$ cat src/rtl/gate_arbiter_pkg.sv
// -----------------------------------------------------------------------------
// gate_arbiter_pkg
// Shared definitions for the occupancy gate arbiter:
//   - state_t     : arbiter FSM state encoding (IDLE, SERVE, HOLD)
//   - WHO_IN/OUT  : requester identifiers used for grant and last_who
//   - MAX_COUNT_DEFAULT : default occupancy ceiling
// -----------------------------------------------------------------------------
package gate_arbiter_pkg;

    typedef enum logic [1:0] {
        IDLE  = 2'd0,
        SERVE = 2'd1,
        HOLD  = 2'd2
    } state_t;

    localparam logic WHO_IN  = 1'b1;
    localparam logic WHO_OUT = 1'b0;

    localparam int MAX_COUNT_DEFAULT = 100;

endpackage

$ cat src/rtl/gate_arbiter_bcd_split.sv
// -----------------------------------------------------------------------------
// bcd_split
// Purely combinational binary-to-BCD split of an unsigned value into
// hundreds / tens / units digits. Valid for values 0..999.
// Ports:
//   value    [WIDTH-1:0] in  : binary value
//   hundreds [3:0]       out : value / 100
//   tens     [3:0]       out : (value / 10) % 10
//   units    [3:0]       out : value % 10
// -----------------------------------------------------------------------------
module bcd_split #(
    parameter int WIDTH = 7
) (
    input  logic [WIDTH-1:0] value,
    output logic [3:0]       hundreds,
    output logic [3:0]       tens,
    output logic [3:0]       units
);

    logic [31:0] v;

    always_comb begin
        v        = 32'(value);
        hundreds = 4'((v / 32'd100) % 32'd10);
        tens     = 4'((v / 32'd10) % 32'd10);
        units    = 4'(v % 32'd10);
    end

endmodule

$ cat src/rtl/gate_arbiter.sv
// -----------------------------------------------------------------------------
// gate_arbiter
// Shares one saturating occupancy counter between an entry gate (increment)
// and an exit gate (decrement). Simultaneous requests are arbitrated
// round-robin, each serviced request gets a one-cycle ack or nack, and every
// service is followed by HOLD_CYCLES idle cycles. The count is presented as
// binary and as BCD digits for the display driver.
// Ports:
//   clock, reset            : system clock, synchronous active-high reset
//   in_req / out_req        : entry / exit request levels
//   in_ack / in_nack        : entry performed / rejected (count full), pulse
//   out_ack / out_nack      : exit performed / rejected (count empty), pulse
//   busy                    : arbiter not in IDLE
//   last_who                : most recent grant, 1 = entry, 0 = exit
//   count [WIDTH-1:0]       : current occupancy
//   full / empty            : count at ceiling / at zero
//   hundreds, tens, units   : BCD digits of count
// -----------------------------------------------------------------------------
module gate_arbiter
    import gate_arbiter_pkg::*;
#(
    parameter int MAX_COUNT   = MAX_COUNT_DEFAULT,
    parameter int WIDTH       = 7,
    parameter int HOLD_CYCLES = 2
) (
    input  logic             clock,
    input  logic             reset,
    input  logic             in_req,
    input  logic             out_req,
    output logic             in_ack,
    output logic             in_nack,
    output logic             out_ack,
    output logic             out_nack,
    output logic             busy,
    output logic             last_who,
    output logic [WIDTH-1:0] count,
    output logic             full,
    output logic             empty,
    output logic [3:0]       hundreds,
    output logic [3:0]       tens,
    output logic [3:0]       units
);

    localparam int               HOLD_W    = (HOLD_CYCLES > 0) ? $clog2(HOLD_CYCLES + 1) : 1;
    localparam logic [WIDTH-1:0] MAX_VAL   = WIDTH'(MAX_COUNT);
    localparam logic [HOLD_W-1:0] HOLD_LOAD = HOLD_W'(HOLD_CYCLES);

    state_t            state_q, state_d;
    logic [WIDTH-1:0]  count_q, count_d;
    logic [HOLD_W-1:0] hold_q, hold_d;
    logic              grant_q, grant_d;
    logic              last_who_q, last_who_d;
    logic              in_armed_q, in_armed_d;
    logic              out_armed_q, out_armed_d;
    logic              in_ack_q, in_ack_d;
    logic              in_nack_q, in_nack_d;
    logic              out_ack_q, out_ack_d;
    logic              out_nack_q, out_nack_d;

    logic              in_elig;
    logic              out_elig;
    logic              granted_in;
    logic              granted_out;

    always_comb begin
        state_d     = state_q;
        count_d     = count_q;
        hold_d      = hold_q;
        grant_d     = grant_q;
        last_who_d  = last_who_q;
        in_ack_d    = 1'b0;
        in_nack_d   = 1'b0;
        out_ack_d   = 1'b0;
        out_nack_d  = 1'b0;
        granted_in  = 1'b0;
        granted_out = 1'b0;

        // A held request is serviced once; it must drop before it is eligible again.
        in_elig  = in_req & in_armed_q;
        out_elig = out_req & out_armed_q;

        case (state_q)
            IDLE: begin
                if (in_elig || out_elig) begin
                    if (in_elig && out_elig) begin
                        // Tie: the side that did not win last time goes first.
                        grant_d = ~last_who_q;
                    end else if (in_elig) begin
                        grant_d = WHO_IN;
                    end else begin
                        grant_d = WHO_OUT;
                    end
                    last_who_d  = grant_d;
                    granted_in  = (grant_d == WHO_IN);
                    granted_out = (grant_d == WHO_OUT);
                    state_d     = SERVE;
                end
            end

            SERVE: begin
                if (grant_q == WHO_IN) begin
                    if (count_q < MAX_VAL) begin
                        count_d  = count_q + WIDTH'(1);
                        in_ack_d = 1'b1;
                    end else begin
                        in_nack_d = 1'b1;
                    end
                end else begin
                    if (count_q != '0) begin
                        count_d   = count_q - WIDTH'(1);
                        out_ack_d = 1'b1;
                    end else begin
                        out_nack_d = 1'b1;
                    end
                end
                if (HOLD_CYCLES > 0) begin
                    state_d = HOLD;
                    hold_d  = HOLD_LOAD;
                end else begin
                    state_d = IDLE;
                end
            end

            HOLD: begin
                if (hold_q <= HOLD_W'(1)) begin
                    hold_d  = '0;
                    state_d = IDLE;
                end else begin
                    hold_d = hold_q - HOLD_W'(1);
                end
            end

            default: begin
                state_d = IDLE;
            end
        endcase

        // Re-arm whenever the request is seen low; a grant only happens while
        // the request is high, so the two never collide.
        in_armed_d  = in_req  ? (in_armed_q  & ~granted_in)  : 1'b1;
        out_armed_d = out_req ? (out_armed_q & ~granted_out) : 1'b1;
    end

    always_ff @(posedge clock) begin
        if (reset) begin
            state_q     <= IDLE;
            count_q     <= '0;
            hold_q      <= '0;
            grant_q     <= WHO_OUT;
            last_who_q  <= WHO_OUT;
            in_armed_q  <= 1'b1;
            out_armed_q <= 1'b1;
            in_ack_q    <= 1'b0;
            in_nack_q   <= 1'b0;
            out_ack_q   <= 1'b0;
            out_nack_q  <= 1'b0;
        end else begin
            state_q     <= state_d;
            count_q     <= count_d;
            hold_q      <= hold_d;
            grant_q     <= grant_d;
            last_who_q  <= last_who_d;
            in_armed_q  <= in_armed_d;
            out_armed_q <= out_armed_d;
            in_ack_q    <= in_ack_d;
            in_nack_q   <= in_nack_d;
            out_ack_q   <= out_ack_d;
            out_nack_q  <= out_nack_d;
        end
    end

    assign in_ack   = in_ack_q;
    assign in_nack  = in_nack_q;
    assign out_ack  = out_ack_q;
    assign out_nack = out_nack_q;
    assign busy     = (state_q != IDLE);
    assign last_who = last_who_q;
    assign count    = count_q;
    assign full     = (count_q == MAX_VAL);
    assign empty    = (count_q == '0);

    bcd_split #(
        .WIDTH (WIDTH)
    ) u_bcd_split (
        .value    (count_q),
        .hundreds (hundreds),
        .tens     (tens),
        .units    (units)
    );

endmodule

$ cat config.mk
export PLATFORM = sky130hd
export DESIGN_NAME = gate_arbiter
export DESIGN_NICKNAME = d
export VERILOG_FILES = /design/src/rtl/gate_arbiter_pkg.sv /design/src/rtl/gate_arbiter_bcd_split.sv /design/src/rtl/gate_arbiter.sv
export SDC_FILE = /design/constraint.sdc
export NUM_CORES = 1
export LEC_CHECK = 0
export ABC_AREA = 1
export CAP_MARGIN = 20
export CORE_MARGIN = 2
export CORE_UTILIZATION = 55
export CTS_CLUSTER_SIZE = 8
export DETAILED_ROUTE_END_ITERATION = 10
export PLACE_DENSITY = 0.83
export SLEW_MARGIN = 30
export SYNTH_ARGS = -nofsm -noshare
export SYNTH_HDL_FRONTEND = slang
export SYNTH_SLANG_ARGS = --single-unit
$ cat constraint.sdc
create_clock -name clock -period 5.95 [get_ports clock]
set_input_delay 1.19 -clock clock [delete_from_list [all_inputs] [get_ports clock]]
set_output_delay 1.19 -clock clock [all_outputs]
set_load 0.01 [all_outputs]
### Clock routing, run 1

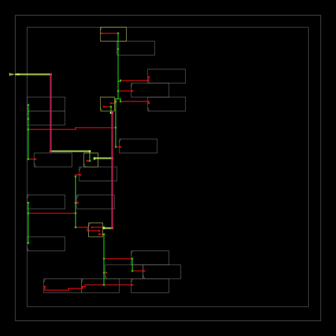
count of flip-flops and latches: 18
power attributed to the clock group: 0.0000757 W
clock buffer count in the final layout: 4
later-pin clock latency in the skew report: 0.30 ns
worst-case clock skew: 0.00409 ns

### Selected gate families, run 1

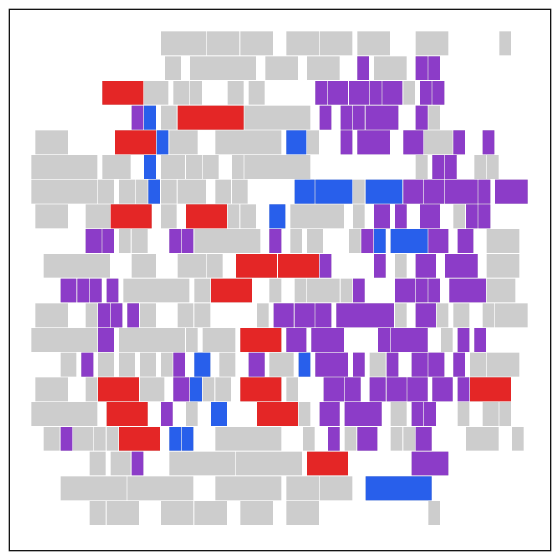
Red stands for fa/ha/maj cells, cells 16. Purple stands for nand cells, cells 97. Blue stands for nor cells, cells 18.
fraction of standard cell area in multi-input logic: 56.7%
highest-count logic cell in the final layout: sky130_fd_sc_hd__nand2_1
final instance count without filler cells: 304

==> summary.txt, run 1 <==
Implementation results. The run finished with clean final reports. Endpoints with negative setup slack in the final report add up to 0. Number of max-slew violations in the final report landed at 0.

According to the Yosys statistics, the synthesized design has a chip area of 1690 um^2. Overall global routing resource usage landed at 19.4%. Input and output buffers added on the ports amount to 27. In the synthesized netlist the dominant register cell turns out to be sky130_fd_sc_hd__dfxtp_1. Worst-path maximum fanout landed at 10. Power density of the placed cells landed at about 670 nW/um^2.

Data on the critical path arrives at its endpoint at 3.48 ns. Share of flip-flops with an asynchronous set or reset after synthesis landed at 0%. Hold-check failures listed in the final report amount to 0. Count of library flops with an enable pin landed at 0.

Fraction of layout instances using a drive strength above 1 landed at roughly 14%. Required time of the worst setup path landed at between 4 and 5 ns. Starting density of the core landed at 56.8%. Mean instance size in the synthesized netlist landed at between 6 and 7 um^2. The path class of the tightest hold or removal check is flip-flop to flip-flop. For this run, the slowest stage of the critical path takes 0.59 ns.

Average wire per cell in the routed design landed at around 10 um. Warnings reported by Yosys during synthesis add up to 0. The share of the Yosys chip area taken by registers is approximately a fifth. The worst setup path is of the flip-flop to output pin kind. After global routing the overflow that remains totals 0.

The clock passes through at most 2 buffers. Highest achievable clock rate landed at between 200 and 250 MHz. Wire length of the first global-routing pass landed at roughly 5.4 mm.

Setup repair after global routing left no endpoint under its margin. X dimension of the die landed at between 50 and 60 um. The worst setup path is captured at an output pin. Total of cells resized after clock tree synthesis landed at 0.

The tool flagged a number of max-cap violations equal to 0. Synthesis inferred 18 register bits. In the synthesized netlist, the cells that appear most often are sky130_fd_sc_hd__nand2_1, sky130_fd_sc_hd__inv_1, sky130_fd_sc_hd__dfxtp_1.

Share of synthesized cell area in and-or and or-and compound cells landed at 12.7%. The cell that appears most often on the critical path is sky130_fd_sc_hd__inv_1. Looking at the gate-level netlist, the highest instance count belongs to sky130_fd_sc_hd__nand2_1.

Instance tally after logic synthesis landed at 245. Looking at the critical path, the single cell with the biggest stage delay is sky130_fd_sc_hd__dfxtp_1. The floorplan has 20 rows. The finished design was reported to have a net count of 292. The portion of synthesized area spent on multiplexers is 0%. Remaining antenna violation count after routing landed at 0.

Counting distinct cell types in the post-synthesis netlist gives 33. The worst setup path is launched from a flip-flop. Maximum number of pins on one net before global-route repair landed at 12.

In the CTS report, the clock slew at the register clock pins of the worst setup and hold paths is listed as ~0.10 ns. Global placement routability congestion landed at a little over 0.8. Looking at the clock tree report, the root buffer type is sky130_fd_sc_hd__clkbuf_4. Number of buffers added by the clock tree synthesis step landed at 3. Summed over all instances, the cell type with the most area after synthesis is sky130_fd_sc_hd__dfxtp_1. HPWL reported at the end of detailed placement landed at 2.65 mm.

Signed area change from the synthesized netlist to the final layout landed at 17.9%. Final critical path time including I/O delays and setup landed at around 4.7 ns. The die covers 3530 um^2. Initial antenna violation count landed at 0.

By area the synthesized netlist is led by sky130_fd_sc_hd__dfxtp_1, sky130_fd_sc_hd__nand2_1, sky130_fd_sc_hd__ha_1. Leakage power of the design landed at 1.01 nW. 0 antenna diodes ended up in the layout.

In the synthesized netlist, the dominant kind of combinational cell is simple AND/OR/NAND/NOR gates. For reference, XOR and XNOR gates occupy 3.11% of the area reported after synthesis. TritonCTS built the clock tree. Setup slack on the critical path of the routed design comes to ~1.3 ns. In this run, the synthesized area fraction spent on adder and majority cells is recorded as 12.3%. For reference, the critical path cell chain is inv_1 > ha_1 > inv_1 > ha_1 > inv_1 > nand2_1 > nand3_4 > nor2_8 > nand2_4 > nand2_2 > nand3_2 > nand2_4 > nand3_2 > inv_1 > ha_1 > o21ai_0 > clkdlybuf4s50_1.

Summed over its instances, the top area cell type makes up 21.3% of the synthesized netlist area. According to the report, the first pass of detailed routing completed in 4 iterations.
### The metal 1 layer, run 1

Supply wires on this layer in grey.
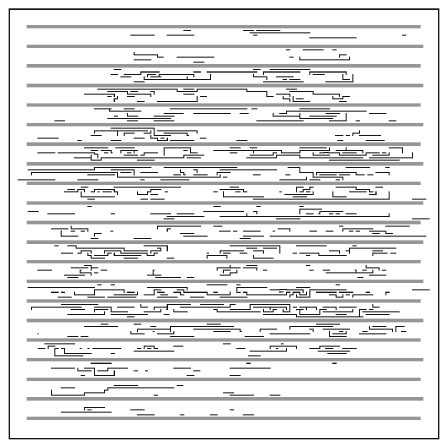
The layer carries 1,460 um of wire. The layer holds 46% of the routed length. The wires run mostly horizontal. 258 nets have wire on it.
GR met1 Demand/Resource: 22.2%
total number of vias: 1,588
WL final: 3.17 mm

## run 1: worst max-delay path: cells and delay by family (launching register included)
family / cells / cell delay, ns
adder cells (fa/ha/maj): 3 / 0.61
buffers and inverters: 5 / 0.99
flip-flops: 1 / 0.59
AND-OR/OR-AND: 1 / 0.14
AND/OR/NAND/NOR: 8 / 0.85
## run 1: metal layers
metal	share of wire (%)	up-vias	track usage, %
li1	-	834	-
met1	46	721	22.2
met2	50	24	36.3
met3	1.8	9	1.31
met4	2.1	0	8.77
met5	0	-	0
## run 1: through the flow
stage	hold slack (ns)	cell area, um^2	std cells	util [%]
after floorplan	0.429	1700	247	-
after detailed placement	0.462	1960	300	65.7
after global placement	0.439	1960	300	65.7
after CTS	0.477	1990	304	66.9
final	0.476	1990	304	66.9
after global routing	0.514	1990	304	66.9
## run 1: flip-flops by register name (all words and copies together) (netlist names)
signal       cells
in_ack           1
out_armed_q      1
count            7
in_nack          1
state_q          2
in_armed_q       1
hold_q           2
out_ack          1
last_who         1
out_nack         1
## run 1: layout make-up
| cell class | instances | area (um^2) |
|---|---|---|
| Multi-Input combinational cell | 181 | 1130 |
| Timing Repair Buffer | 27 | 270 |
| Clock buffer | 4 | 36.3 |
| Sequential cell | 18 | 360 |
| Fill cell | 275 | 985 |
| Inverter | 41 | 154 |
| Tap cell | 33 | 41.3 |
## run 1: placed cells by master, fill, tap and decap left out, types with 2 or more instances in the layout
master,instances
sky130_fd_sc_hd__dfxtp_1,18
sky130_fd_sc_hd__a211oi_1,2
sky130_fd_sc_hd__clkbuf_4,3
sky130_fd_sc_hd__ha_1,15
sky130_fd_sc_hd__nand4_1,8
sky130_fd_sc_hd__nand3_2,7
sky130_fd_sc_hd__o21ai_0,17
sky130_fd_sc_hd__nor2_4,3
sky130_fd_sc_hd__xnor2_1,3
sky130_fd_sc_hd__nand2_4,4
sky130_fd_sc_hd__inv_2,3
sky130_fd_sc_hd__nor3_1,3
sky130_fd_sc_hd__conb_1,3
sky130_fd_sc_hd__nand2_2,12
sky130_fd_sc_hd__clkdlybuf4s50_1,27
sky130_fd_sc_hd__nand3_1,13
sky130_fd_sc_hd__nand2_1,52
sky130_fd_sc_hd__xor2_1,3
sky130_fd_sc_hd__a21oi_1,17
sky130_fd_sc_hd__inv_1,37
sky130_fd_sc_hd__nor2_1,9
## run 1: final timing paths
path / startpoint / end / slack (ns) / cells after the start
max reg2reg: last_who / count[6] / 3.71 / 11
max: count[4] / tens[2] / 1.28 / 17
min: hold_q[0] / hold_q[0] / 0.48 / 2
min reg2reg: hold_q[0] / hold_q[0] / 0.48 / 2
## run 1: report_power, final
group,internal (W),total (W),leakage (nW),switching (W)
sequential,0.000143,0.000188,0.147,0.0000444
clock,0.0000373,0.0000757,0.0210,0.0000384
combinational,0.000482,0.00107,0.844,0.000586
## run 1: kinds of logic after synthesis
family	Yosys count
AND-OR/OR-AND	39
XOR/XNOR	6
adder cells (fa/ha/maj)	16
buffers and inverters	48
flip-flops	18
other	1
AND/OR/NAND/NOR	117
### Metal 3, run 1

The bar under the picture is 20 um long.
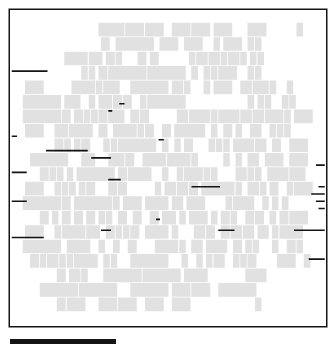

==> run 2, diff against run 1 <==
--- a/config.mk
+++ b/config.mk
@@ -8,10 +8,10 @@
 export ABC_AREA = 1
 export CAP_MARGIN = 20
 export CORE_MARGIN = 2
-export CORE_UTILIZATION = 55
+export CORE_UTILIZATION = 48
 export CTS_CLUSTER_SIZE = 8
 export DETAILED_ROUTE_END_ITERATION = 10
-export PLACE_DENSITY = 0.83
+export PLACE_DENSITY = 0.77
 export SLEW_MARGIN = 30
 export SYNTH_ARGS = -nofsm -noshare
 export SYNTH_HDL_FRONTEND = slang
==> constraint.sdc (replaced) <==
create_clock -name clock -period 3.84 [get_ports clock]
set_input_delay 0.768 -clock clock [delete_from_list [all_inputs] [get_ports clock]]
set_output_delay 0.768 -clock clock [all_outputs]
set_load 0.01 [all_outputs]
### Metal 3, run 2

The bar under the picture is 20 um long.
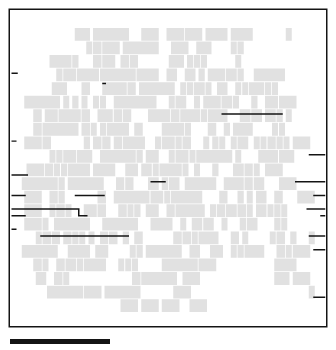
The wires run mostly horizontal. The layer holds 2.5% of the routed length.
WL final: 3.45 mm
global-route met3 utilization: 1.07%
total number of vias: 1,595

==> run 2 against run 1 <==
- critical path depth rose by 2
- non-clock buffer count rose by 8
- sequential share of layout area fell by 0.67 points
- combinational power rose by 58%
- wire length rose by 8.8%
- power rose by 56%
- cell count rose by 6.9%
- die area rose by 14%
- core utilization fell by 4.7 points
- clock skew rose by 0.0019 ns
==> summary.txt, run 2 <==
Implementation results. The flow ran to the end, and the final reports show no timing, DRC or antenna violations. Buffers plus inverters on the worst setup path landed at 5 (unchanged). The overall global routing resource usage was 17.5% (-1.9 points). The number of unique standard cell types used by synthesis was 33 (unchanged).

Combinational fraction of design power landed at 81.1% (+0.9 points). For reference, the top cells by count after synthesis are sky130_fd_sc_hd__nand2_1, sky130_fd_sc_hd__inv_1, sky130_fd_sc_hd__dfxtp_1. Post-synth the commonest register cell is sky130_fd_sc_hd__dfxtp_1.

Mean instance size in the synthesized netlist landed at 6.90 um^2 (unchanged). The maximum number of pins on one net before global-route repair was 12 (unchanged). The area of the synthesized netlist per yosys stat is 1690 um^2 (unchanged).

Share of flip-flops with an asynchronous set or reset after synthesis landed at 0% (unchanged). Wire length of the first global-routing pass landed at 5.74 mm (+6.4%). Net switching power landed at 0.00106 W (+59%). The share of synthesized area occupied by flip-flops and latches is 21.3% (unchanged). The largest total area in the synthesized netlist belongs to sky130_fd_sc_hd__dfxtp_1. The remaining antenna violation count after routing was 0 (unchanged). The leakage power of the design came to 1.08 nW (+7.1%). Per the CTS log, the root buffer master is sky130_fd_sc_hd__clkbuf_4. Worst hold-check slack landed at 0.472 ns (-0.00451 ns). The power density of the placed cells was 994 nW/um^2 (+49%). sky130_fd_sc_hd__nand2_1 is the most common cell in the netlist. Worst-path maximum fanout landed at 6 (-4).

The number of max-slew violations in the final report came to 0 (unchanged). Number of setup violations in the final report landed at 0 (unchanged). Broken down by cell family, the worst path's largest delay share belongs to simple AND/OR/NAND/NOR gates.

Sequential cell area in the final layout landed at 364 um^2 (+1.0%). The count of max-cap constraint violations came to 0 (unchanged). Count of non-filler cells in the finished layout landed at 325 (+6.9%). The number of buffers added by the clock tree synthesis step came to 3 (unchanged). Flip-flop count of the largest register, all copies and words added landed at 7 (unchanged). Setup repair after global routing could not meet its margin everywhere. Number of filler instances in the final layout landed at 330 (+20%). Among logic cells in the layout, the one with the most instances is sky130_fd_sc_hd__nand2_1. The combinational gate area is 1150 um^2 (+1.5%). Delay of the slowest cell on the worst path landed at 0.47 ns (-0.12 ns). The data arrival time of the critical path came to 2.88 ns (-0.60 ns). The required time of the worst setup path was 3.07 ns (-1.69 ns).

Remaining global-route overflow landed at 0 (unchanged). In this design, the critical path's most frequently occurring cell is sky130_fd_sc_hd__nand2_1. Count of library flops with an enable pin landed at 0 (unchanged). The cell area that synthesis handed to floorplanning was 1690 um^2. The iteration count of the initial detailed-routing pass came to 4 (unchanged).

Final critical path time including I/O delays and setup landed at 3.64 ns. The count of final hold-check violations came to 0 (unchanged). The average wire per cell in the routed design was 10.6 um (+1.8%). The highest clock rate this design can be run at is roughly 270 MHz. Net total in the final layout landed at 300 (+2.7%). The clock transition at the register clock pins on the worst setup and hold paths after CTS is 0.10 ns (about the same). In the post-synthesis netlist, the biggest area contributors are sky130_fd_sc_hd__dfxtp_1, sky130_fd_sc_hd__nand2_1, sky130_fd_sc_hd__ha_1. In this run the worst hold path is classified as flip-flop to flip-flop. Top-area cell type share of the netlist area landed at 21.3% (unchanged). TritonCTS built the clock tree.

The tally of buffers added on design ports came to 27 (unchanged). The worst setup path is of the flip-flop to output pin kind. Core utilization of the finished layout landed at 62.2% (-4.7 points). Looking at the critical path, the single cell with the biggest stage delay is sky130_fd_sc_hd__clkdlybuf4s50_1. The power share of the clock group is 5.8% (about the same). HPWL reported at the end of detailed placement landed at 2.75 mm (+3.8%).

The instance tally after logic synthesis is 245 (unchanged). Fraction of layout instances using a drive strength above 1 landed at 17.9% (+3.9 points). The internal power was 0.00101 W (+53%). Maximum buffer depth of the clock tree landed at 2 (unchanged). Number of antenna repair diodes landed at 0 (unchanged). X dimension of the die landed at 63.3 um (+6.6%). Synthesis warning total landed at 0 (unchanged). The part of the total power dissipated in sequential elements was 13.1% (-1.0 points). The library cells used most frequently in the layout, excluding fill and tap cells, are sky130_fd_sc_hd__nand2_1, sky130_fd_sc_hd__inv_1, sky130_fd_sc_hd__clkdlybuf4s50_1.

The row count came to 21 (+5.0%). The net switching fraction of the power was 51.2% (+1.0 points). The critical path goes through inv_1 > ha_1 > inv_1 > ha_1 > nand2_2 > nand2_4 > nor2_8 > nand2_4 > nand2_1 > nand2_2 > nor2_4 > nand3_4 > inv_2 > nand2_1 > nand2_1 > nand2_1 > o21ai_0 > inv_1 > clkdlybuf4s50_1.
## run 2: cell counts after synthesis
Identical to the previous run, type by type.
## run 2: logic make-up (layout without fill, tap and decap cells)
group / after synthesis / after routing / share of synthesized area (%)
AOI/OAI and AO/OA: 39 / 39 / 12.7
xor gates and xnor gates: 6 / 6 / 3.11
adders and majority gates: 16 / 16 / 12.3
buffers and inverters: 48 / 80 / 12.2
DFF: 18 / 18 / 21.3
other: 1 / 3 / 0.222
and+or+nand+nor: 117 / 117 / 38.2
## run 2: area by class of cell
cell class | instances | area share [%]
clock buffers | 4 | 1.73
inverters | 41 | 7.36
multi-input cells | 181 | 54.9
flip-flops and latches | 18 | 17.4
well taps | 46 | 2.75
repair buffers | 35 | 15.8
## run 2: worst min-delay path, delay by kind of cell (launching register included)
kind,cells,cell delay (ns)
flops,1,0.34
simple gates,2,0.10
## run 2: worst paths after layout
check              from  cells past startpoint  slack, ns          to
max            count[4]                     19       0.20     tens[1]
min          in_armed_q                      2       0.47  in_armed_q
max reg2reg    last_who                     11       1.60    count[6]
min reg2reg  in_armed_q                      2       0.47  in_armed_q
## run 2: per-stage QoR
stage	setup TNS, ns	instance area [um^2]	setup slack, ns	power (W)
after global placement	0	2010	0.310	0.00197
after global routing	-0.0612	2090	-0.0612	0.00230
after detailed placement	0	2010	0.110	0.00199
final	0	2090	0.195	0.00208
after CTS	0	2060	0.00569	0.00209
after floorplan	0	1700	0.530	0.00141
## run 2: layer usage
| metal | up-vias | share of wire [%] | track usage (%) |
|---|---|---|---|
| li1 | 854 | - | - |
| met1 | 715 | 45 | 20.3 |
| met2 | 22 | 51 | 32.4 |
| met3 | 4 | 2.5 | 1.07 |
| met4 | 0 | 1.5 | 8.42 |
| met5 | - | 0 | 0 |
## run 2: repair_timing
action                     in CTS  in global routing
pin swaps                       1                  3
hold buffers                    0                  0
setup buffers                   1                  2
gates resized                   8                  6
setup endpoints to repair       5                  6
## run 2: power by group through the flow
stage	clock (W)	sequential [W]	combinational [W]
6_report	0.000120	0.000273	0.00169
5_1_grt	0.000130	0.000280	0.00189
4_1_cts	0.000125	0.000272	0.00169
3_5_place_dp	0	0.000275	0.00172
3_3_place_gp	0	0.000273	0.00170
2_1_floorplan	0	0.000283	0.00113
### The metal 1 layer, run 2

Supply wires on this layer in grey.
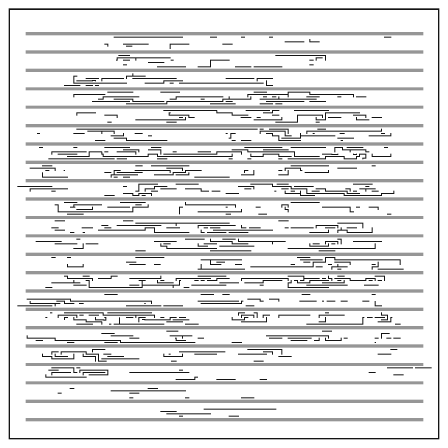

==> run 3, diff against run 2 <==
--- a/config.mk
+++ b/config.mk
@@ -8,10 +8,9 @@
 export ABC_AREA = 1
 export CAP_MARGIN = 20
 export CORE_MARGIN = 2
-export CORE_UTILIZATION = 48
+export CORE_UTILIZATION = 35
 export CTS_CLUSTER_SIZE = 8
 export DETAILED_ROUTE_END_ITERATION = 10
-export PLACE_DENSITY = 0.77
 export SLEW_MARGIN = 30
 export SYNTH_ARGS = -nofsm -noshare
 export SYNTH_HDL_FRONTEND = slang
### The metal 1 layer, run 3

Supply wires on this layer in grey.
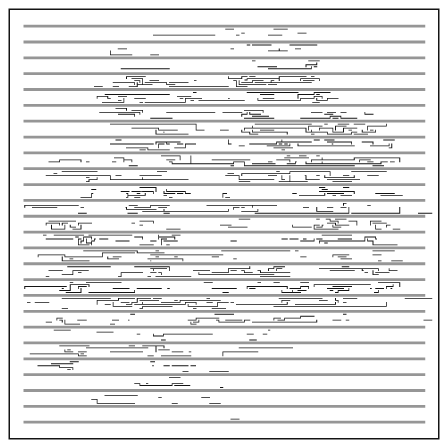
The layer holds 46% of the routed length. The wires run mostly horizontal.
GR met1 Demand/Resource: 17.4%
WL final: 3.47 mm

==> run 3 against run 2 <==
- setup slack got worse by 0.17 ns
- clock skew fell by 0.0027 ns
- die area rose by 35%
- synthesized cell count did not move
- synthesized area did not move
- sequential share of layout area fell by 0.25 points
==> summary.txt, run 3 <==
Implementation results. Number of setup violations in the final report landed at 0 (unchanged). Buffers plus inverters on the worst setup path landed at 5 (unchanged). The clock transition at the register clock pins on the worst setup and hold paths after CTS was 0.07 ns (-0.03 ns). The net switching fraction of the power was 49.8% (-1.4 points). The net switching power came to 0.00106 W (-0.38%).

The cell sequence reported for the critical path is inv_1 > ha_1 > inv_1 > ha_1 > inv_1 > nand2_1 > nand3_4 > nor2_8 > nand2_4 > nand2_2 > nand3_2 > nand2_4 > nand3_2 > nand2_1 > nand2_1 > inv_2 > nand2_2 > nand3_2 > nand2_1 > nand2_1 > clkdlybuf4s50_1. Per the CTS log, the root buffer master is sky130_fd_sc_hd__clkbuf_8. Data arrival time of the critical path landed at 3.04 ns (+0.16 ns). The path with the worst hold slack has its endpoint at in_armed_q.

The top-area cell type share of the netlist area came to 21.3% (unchanged). The tally of buffers added on design ports came to 27 (unchanged). In this design, the critical path's most frequently occurring cell is sky130_fd_sc_hd__nand2_1.

Yosys instantiated no cell more often than sky130_fd_sc_hd__nand2_1. The worst hold path begins at in_armed_q. TritonCTS built the clock tree.

Final critical path time including I/O delays and setup landed at 3.81 ns (+0.167 ns). Internal power landed at 0.00107 W (+5.4%). The share of synthesized area occupied by flip-flops and latches was 21.3% (unchanged). Power density of the placed cells landed at 1010 nW/um^2 (+2.0%). The commonest cells after synthesis are sky130_fd_sc_hd__nand2_1, sky130_fd_sc_hd__inv_1, sky130_fd_sc_hd__dfxtp_1. The routed via count came to 1,569 (-1.6%). Post-cts hold-fix buffer tally landed at 0 (unchanged).

Per the timing report, the most critical flop-to-flop path originates at last_who. X dimension of the die landed at 73.5 um (+16%). The count of max-cap constraint violations was 0 (unchanged). Sorting the synthesized cells by area gives the leading types as sky130_fd_sc_hd__dfxtp_1, sky130_fd_sc_hd__nand2_1, sky130_fd_sc_hd__ha_1. The wire length of the first global-routing pass is 6.18 mm (+7.7%).

The synthesis warning total was 0 (unchanged). Setup repair after global routing could not meet its margin everywhere. Iteration count of the initial detailed-routing pass landed at 5 (+1). The run finished with clean final reports.

Counting only logic cells after layout, the most numerous master is sky130_fd_sc_hd__nand2_1. Post-synth the commonest register cell is sky130_fd_sc_hd__dfxtp_1. Combinational fraction of design power landed at 80.3% (-0.8 points). Fraction of layout instances using a drive strength above 1 landed at 17.0% (-0.95 points). The required time of the worst setup path is 3.07 ns (about the same). By instance count after routing, the leading logic cell types are sky130_fd_sc_hd__nand2_1, sky130_fd_sc_hd__inv_1, sky130_fd_sc_hd__clkdlybuf4s50_1, sky130_fd_sc_hd__dfxtp_1.

The total power is 0.00213 W (+2.4%). For this design, the slowest cell found on the critical path is sky130_fd_sc_hd__clkdlybuf4s50_1. Per STA, the worst path accumulates the most delay in the family simple AND/OR/NAND/NOR gates. Number of unique standard cell types used by synthesis landed at 33 (unchanged). The number of antenna repair diodes is 0 (unchanged). The setup slack on the worst flop-to-flop path is 1.59 ns (about the same). The average wire per cell in the routed design was 10.5 um (-1.1%). The min-delay analysis places its worst path in the category flip-flop to flip-flop. Count of final hold-check violations landed at 0 (unchanged). The leakage power of the design is 1.13 nW (+4.1%).
[run 3: cell families after synthesis]
logic type / after synthesis / share of synthesized area (%)
simple gates: 117 / 38.2
other cells: 1 / 0.222
xor+xnor: 6 / 3.11
compound gates: 39 / 12.7
flops: 18 / 21.3
fa+ha+maj: 16 / 12.3
buf+inv: 48 / 12.2
[run 3: worst max path at each step]
stage	startpoint	endpoint	depth (start not counted)
2_1_floorplan	count[4]	tens[2]	16
3_3_place_gp	count[4]	tens[2]	17
3_5_place_dp	count[4]	tens[2]	17
4_1_cts	count[4]	units[2]	19
5_1_grt	count[4]	units[2]	19
6_report	count[4]	units[2]	21
[run 3: layer usage]
| metal | global-route usage, % | up-vias | part of all wire, % |
|---|---|---|---|
| met5 | 0 | - | 0 |
| met4 | 4.44 | 0 | 0.72 |
| met3 | 1.23 | 2 | 2.3 |
| met2 | 25.4 | 20 | 51 |
| met1 | 17.4 | 695 | 46 |
| li1 | - | 852 | - |
[run 3: area by class of cell]
class / count / area [um^2]
Multi-Input combinational cell: 181 / 1130
Clock buffer: 4 / 55.1
Timing Repair Buffer: 33 / 330
Inverter: 41 / 154
Tap cell: 54 / 67.6
Fill cell: 490 / 2590
Sequential cell: 18 / 360
[run 3: timing repair]
action	in CTS	in global routing
setup endpoints to repair	1	7
hold endpoints to repair	0	0
gates cloned	0	0
buffers inserted	0	1
pin swaps	0	0
gates resized	1	8
[run 3: power groups by stage]
| stage | clock network (W) | logic, W | registers, W |
|---|---|---|---|
| floorplan | 0 | 0.00113 | 0.000283 |
| global placement | 0 | 0.00172 | 0.000270 |
| detailed placement | 0 | 0.00173 | 0.000269 |
| CTS | 0.000161 | 0.00174 | 0.000265 |
| global route | 0.000166 | 0.00194 | 0.000271 |
| finish | 0.000156 | 0.00171 | 0.000264 |
[run 3: metrics by stage]
| step | hold WS [ns] | area, um^2 | TNS [ns] | util (%) |
|---|---|---|---|---|
| 2_1_floorplan | 0.429 | 1700 | 0 | - |
| 3_3_place_gp | 0.441 | 2020 | 0 | 43.1 |
| 3_5_place_dp | 0.449 | 2020 | 0 | 43.1 |
| 4_1_cts | 0.467 | 2080 | -0.00544 | 44.2 |
| 5_1_grt | 0.486 | 2100 | -0.254 | 44.8 |
| 6_report | 0.463 | 2100 | 0 | 44.8 |
[run 3: worst register-to-register path, cell delays in order, from the launching register on]
cell and delay (ns):
sky130_fd_sc_hd__dfxtp_1 0.46, sky130_fd_sc_hd__inv_1 0.23, sky130_fd_sc_hd__fa_1 0.49, sky130_fd_sc_hd__a21oi_1 0.15, sky130_fd_sc_hd__nor2_1 0.07, sky130_fd_sc_hd__o21ai_0 0.14
sky130_fd_sc_hd__nand2_1 0.07, sky130_fd_sc_hd__a21oi_1 0.15, sky130_fd_sc_hd__a21oi_1 0.07, sky130_fd_sc_hd__o21ai_0 0.11, sky130_fd_sc_hd__o21ai_0 0.11, sky130_fd_sc_hd__a21oi_1 0.13

==> screenshots <==
M2 wires.
image #1
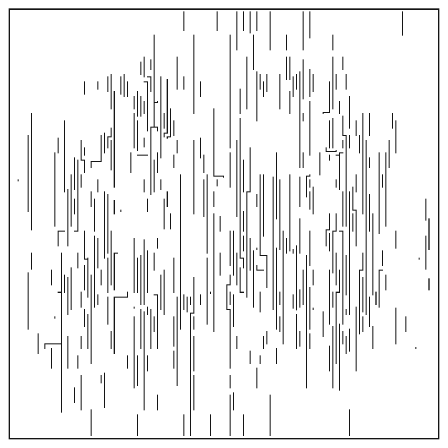
image #2
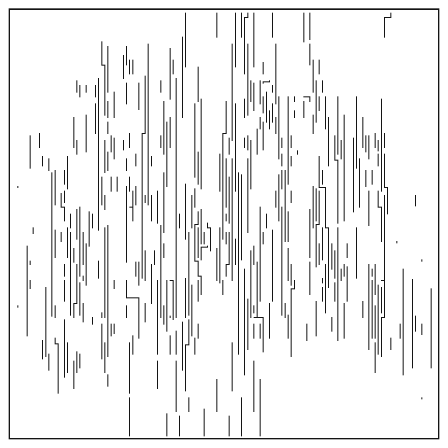
Image #1 comes from run 1.
Image #2 comes from run 2.

Key to image #2:
The layer carries 1,740 um of wire. The longest straight run is 35.4 um.

Power figures rest on the tool's default switching activity, not on a simulated workload.
